File: src/rtl/cond_issue_ctrl.sv
// Issue-stage controller: owns the CPSR flags, stalls conditional instructions
// behind in-flight flag writers, then issues each held instruction as execute or squash.
module cond_issue_ctrl #(
  parameter int MAX_PEND = 3
) (
  input  logic       clk,
  input  logic       rst_n,
  input  logic       flush,
  input  logic       dec_valid,
  output logic       dec_ready,
  input  logic [3:0] dec_cond,
  input  logic       dec_setflags,
  output logic       iss_valid,
  input  logic       iss_ready,
  output logic       iss_exec,
  output logic       iss_setflags,
  input  logic       flag_wr_valid,
  input  logic [3:0] flag_wr_data,
  output logic [3:0] cpsr,
  output logic [2:0] pend_cnt,
  output logic       proto_err
);

  // Handshakes: a transfer happens on a cycle where valid and ready are both
  // high at the rising edge; valid/payload hold steady until that transfer.

  typedef enum logic [1:0] {
    ST_EMPTY = 2'd0,
    ST_WAIT  = 2'd1,
    ST_ISSUE = 2'd2
  } state_e;

  localparam logic [2:0] MAX_PEND_L = 3'(MAX_PEND);

  state_e     state_q, state_d;
  logic [3:0] cond_q, cond_d;
  logic       setflags_q, setflags_d;
  logic       iss_exec_q, iss_exec_d;
  logic       iss_setflags_q, iss_setflags_d;
  logic [3:0] cpsr_q, cpsr_d;
  logic [2:0] pend_q, pend_d;
  logic       proto_err_q, proto_err_d;

  logic       handshake;
  logic       pend_inc;
  logic       dec_ready_c;
  logic       accept;
  logic       load;
  logic [3:0] cand_cond;
  logic       cand_sf;
  logic       hazard;
  logic       pass;

  // Flags: [0] Z, [1] C, [2] N, [3] V. Class 111 is always-true.
  function automatic logic cond_pass(input logic [3:0] cond, input logic [3:0] f);
    logic r;
    r = 1'b0;
    case (cond[3:1])
      3'b000:  r = f[0];
      3'b001:  r = f[1];
      3'b010:  r = f[2];
      3'b011:  r = f[3];
      3'b100:  r = f[1] & ~f[0];
      3'b101:  r = ~(f[2] ^ f[3]);
      3'b110:  r = ~f[0] & ~(f[2] ^ f[3]);
      default: r = 1'b1;
    endcase
    if (cond[3:1] != 3'b111) r = r ^ cond[0];
    return r;
  endfunction

  always_comb begin
    handshake   = (state_q == ST_ISSUE) && iss_ready;
    pend_inc    = handshake && iss_setflags_q;
    pend_d      = pend_q;
    proto_err_d = proto_err_q;
    if (pend_inc && !flag_wr_valid) begin
      pend_d = pend_q + 3'd1;
    end else if (!pend_inc && flag_wr_valid) begin
      // A writeback nobody asked for leaves the counter at zero and flags it.
      if (pend_q == 3'd0) proto_err_d = 1'b1;
      else                pend_d      = pend_q - 3'd1;
    end
    cpsr_d = flag_wr_valid ? flag_wr_data : cpsr_q;

    dec_ready_c = rst_n && !flush && ((state_q == ST_EMPTY) || handshake);
    accept      = dec_ready_c && dec_valid;
    cand_cond   = accept ? dec_cond : cond_q;
    cand_sf     = accept ? dec_setflags : setflags_q;
    hazard      = ((cand_cond[3:1] != 3'b111) && ((pend_d != 3'd0) || flag_wr_valid)) ||
                  (cand_sf && (pend_d == MAX_PEND_L));
    pass        = cond_pass(cand_cond, cpsr_q);
    load        = accept || ((state_q == ST_WAIT) && !flush);

    state_d        = state_q;
    cond_d         = cond_q;
    setflags_d     = setflags_q;
    iss_exec_d     = iss_exec_q;
    iss_setflags_d = iss_setflags_q;
    if (load) begin
      cond_d         = cand_cond;
      setflags_d     = cand_sf;
      state_d        = hazard ? ST_WAIT : ST_ISSUE;
      iss_exec_d     = !hazard && pass;
      iss_setflags_d = !hazard && pass && cand_sf;
    end else if (((state_q == ST_ISSUE) && (handshake || flush)) ||
                 ((state_q == ST_WAIT) && flush)) begin
      state_d        = ST_EMPTY;
      iss_exec_d     = 1'b0;
      iss_setflags_d = 1'b0;
    end
  end

  always_ff @(posedge clk or negedge rst_n) begin
    if (!rst_n) begin
      state_q        <= ST_EMPTY;
      cond_q         <= 4'd0;
      setflags_q     <= 1'b0;
      iss_exec_q     <= 1'b0;
      iss_setflags_q <= 1'b0;
      cpsr_q         <= 4'd0;
      pend_q         <= 3'd0;
      proto_err_q    <= 1'b0;
    end else begin
      state_q        <= state_d;
      cond_q         <= cond_d;
      setflags_q     <= setflags_d;
      iss_exec_q     <= iss_exec_d;
      iss_setflags_q <= iss_setflags_d;
      cpsr_q         <= cpsr_d;
      pend_q         <= pend_d;
      proto_err_q    <= proto_err_d;
    end
  end

  assign dec_ready    = dec_ready_c;
  assign iss_valid    = (state_q == ST_ISSUE);
  assign iss_exec     = iss_exec_q;
  assign iss_setflags = iss_setflags_q;
  assign cpsr         = cpsr_q;
  assign pend_cnt     = pend_q;
  assign proto_err    = proto_err_q;

endmodule
File: config.mk
export PLATFORM = sky130hd
export DESIGN_NAME = cond_issue_ctrl
export DESIGN_NICKNAME = d
export VERILOG_FILES = /design/src/rtl/cond_issue_ctrl.sv
export SDC_FILE = /design/constraint.sdc
export NUM_CORES = 1
export LEC_CHECK = 0
export ABC_AREA = 1
export CORE_ASPECT_RATIO = 1.5
export CORE_UTILIZATION = 34
export DETAILED_ROUTE_END_ITERATION = 12
export PLACE_DENSITY = 0.7
export SYNTH_ARGS = -nofsm -noshare
export SYNTH_HDL_FRONTEND = slang
export SYNTH_SLANG_ARGS = --single-unit
File: constraint.sdc
create_clock -name clk -period 1.77 [get_ports clk]
set_clock_uncertainty 0.15 [all_clocks]
set_input_delay 0.177 -clock clk [delete_from_list [all_inputs] [get_ports clk]]
set_output_delay 0.177 -clock clk [all_outputs]
set_load 0.01 [all_outputs]
Figure 1. The metal 1 layer.
Cells faint in the background.
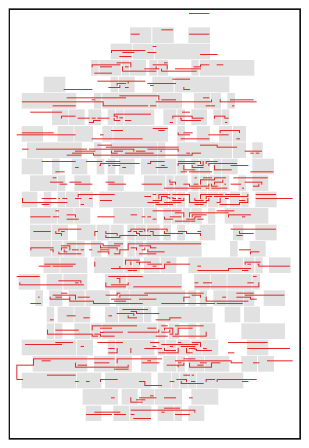
nets with wire on the layer: 213
longest straight run: 16.3 um
share of all routed wire: 36%
main direction: horizontal
wire length on this layer: 1170 um

Figure 2. Metal 2.
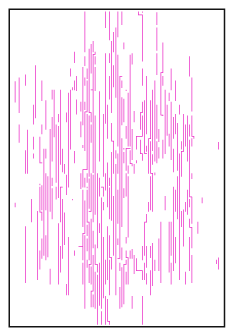
wire length on this layer: 1890 um
share of all routed wire: 58%

Figure 3. Met3 routing.
Cells faint in the background.
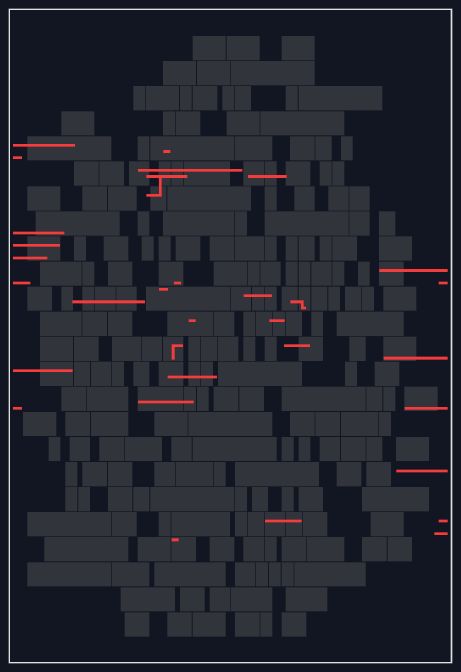
main direction: horizontal
longest straight run: 11.0 um
wire length on this layer: 112 um
share of all routed wire: 3.5%
nets with wire on the layer: 27
Vias: 1222
met3 GRT Util: 0.0230

Figure 4. Sequential cells coloured by netlist name.
Scale bar: 10 um. Other sequential cells in the stronger grey, the rest of the logic in the fainter grey.
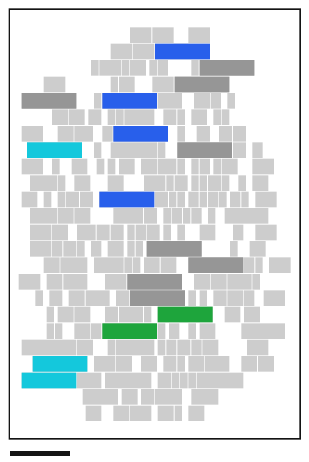
[cyan] `pend_cnt` | flops: 3
[blue] `cpsr` | flops: 4 | where: top centre
[green] `state_q` | flops: 2
not coloured: 8

==> results.toml <==
# synthesis and place-and-route metrics
[route]
drt-total-wl_um = 3260
routed.top_layer = "met4"
drt_iter0_drc = 17
wl_met3_um = 112
drt-wirelength-per-cell_um = 12.5
first_pass_iters = 4

[status]
outcome = "complete, but fails checks"
violations = "setup timing"

[layout]
seq_share = 0.222
final_util = 0.652
clk_share = 0.0235
nets = 241
inverters = 27
nMultiInputCombCells = 103
stdcell_count = 260
most-common-layout-cells = "buf_4 (43), nand2_1 (36), clkdlybuf4s50_1 (21), inv_1 (19), dfrtp_1 (17)"
seq_cells = 17
dominant_cells = "logic gates"
final-nonclk-buf-share = 0.317
final_common_cell = "buf_4"
n_antenna_cell = 0
clkbuf_count = 4

[power_and_ir_drop]
total_power_uw = 2650
power.share.sequential = 0.234
power-top-group = "combinational logic"
power.share.clock = 0.110
power.density_nw_per_um2 = 1380
powerClk_uw = 290
leakagePower_uw = 0.00100
pwr-share-comb = 0.656

[floorplanning]
core_area_um2 = 2940
num_io_pins = 27
die-area_um2 = 3390
fp-utilization = 0.364

[synth]
ys_area_um2 = 1070
synthDistinctLibCells = 23
ys_sh_aoi = 0.0502
synth_seq_share = 0.397
adder_share = 0.0467
edf_count = 0
muxShareOfSynthArea = 0
largest_area_cell = "dfrtp_1"
async_flop_share = 1.00
synthSimpleGateAreaFrac = 0.387
xor_share = 0.0245
ys.flops = 17

[worst_setup_path]
path_delay_family = "simple AND/OR/NAND/NOR gates"
critPathBufInv = 2
worstPathArrival_ps = 2050
critPathLaunchType = "flop"
crit_slowest_cell = "dfrtp_1"
max_stage_delay_ps = 420
r2r_slack_ps = -240
cp_num_cells = 13
worstReg2RegStart = "state_q[0]"
reg2reg_to = "iss_setflags"

[flow_run]
drv_cap = 0
openroad.warnings = 32

[placed_design]
placedCellCount = 239
place_ws_ps = -444
post-dp-hpwl_um = 2210

[final_timing]
tns_ps = -778
finalClockPeriodUsage = 1.14
setup_slack_ps = -240
setup_violations = 4
max_freq_mhz = 498
rsz0062_at_grt = "true"

[clock_network]
hold_buffers = 1
root_buffer = "clkbuf_8"
clock_latency_ps = 250
clk_pin_slew_ps = 70
post_cts_buffers = 9
htreeDepth = 1
cts_buffers = 3
cts_resized = 25

[global_route]
grt_max_degree = 17
grt_pass1_vias = 1175
grt-ovfl-total = 0
Power and IR drop assume default switching activity.
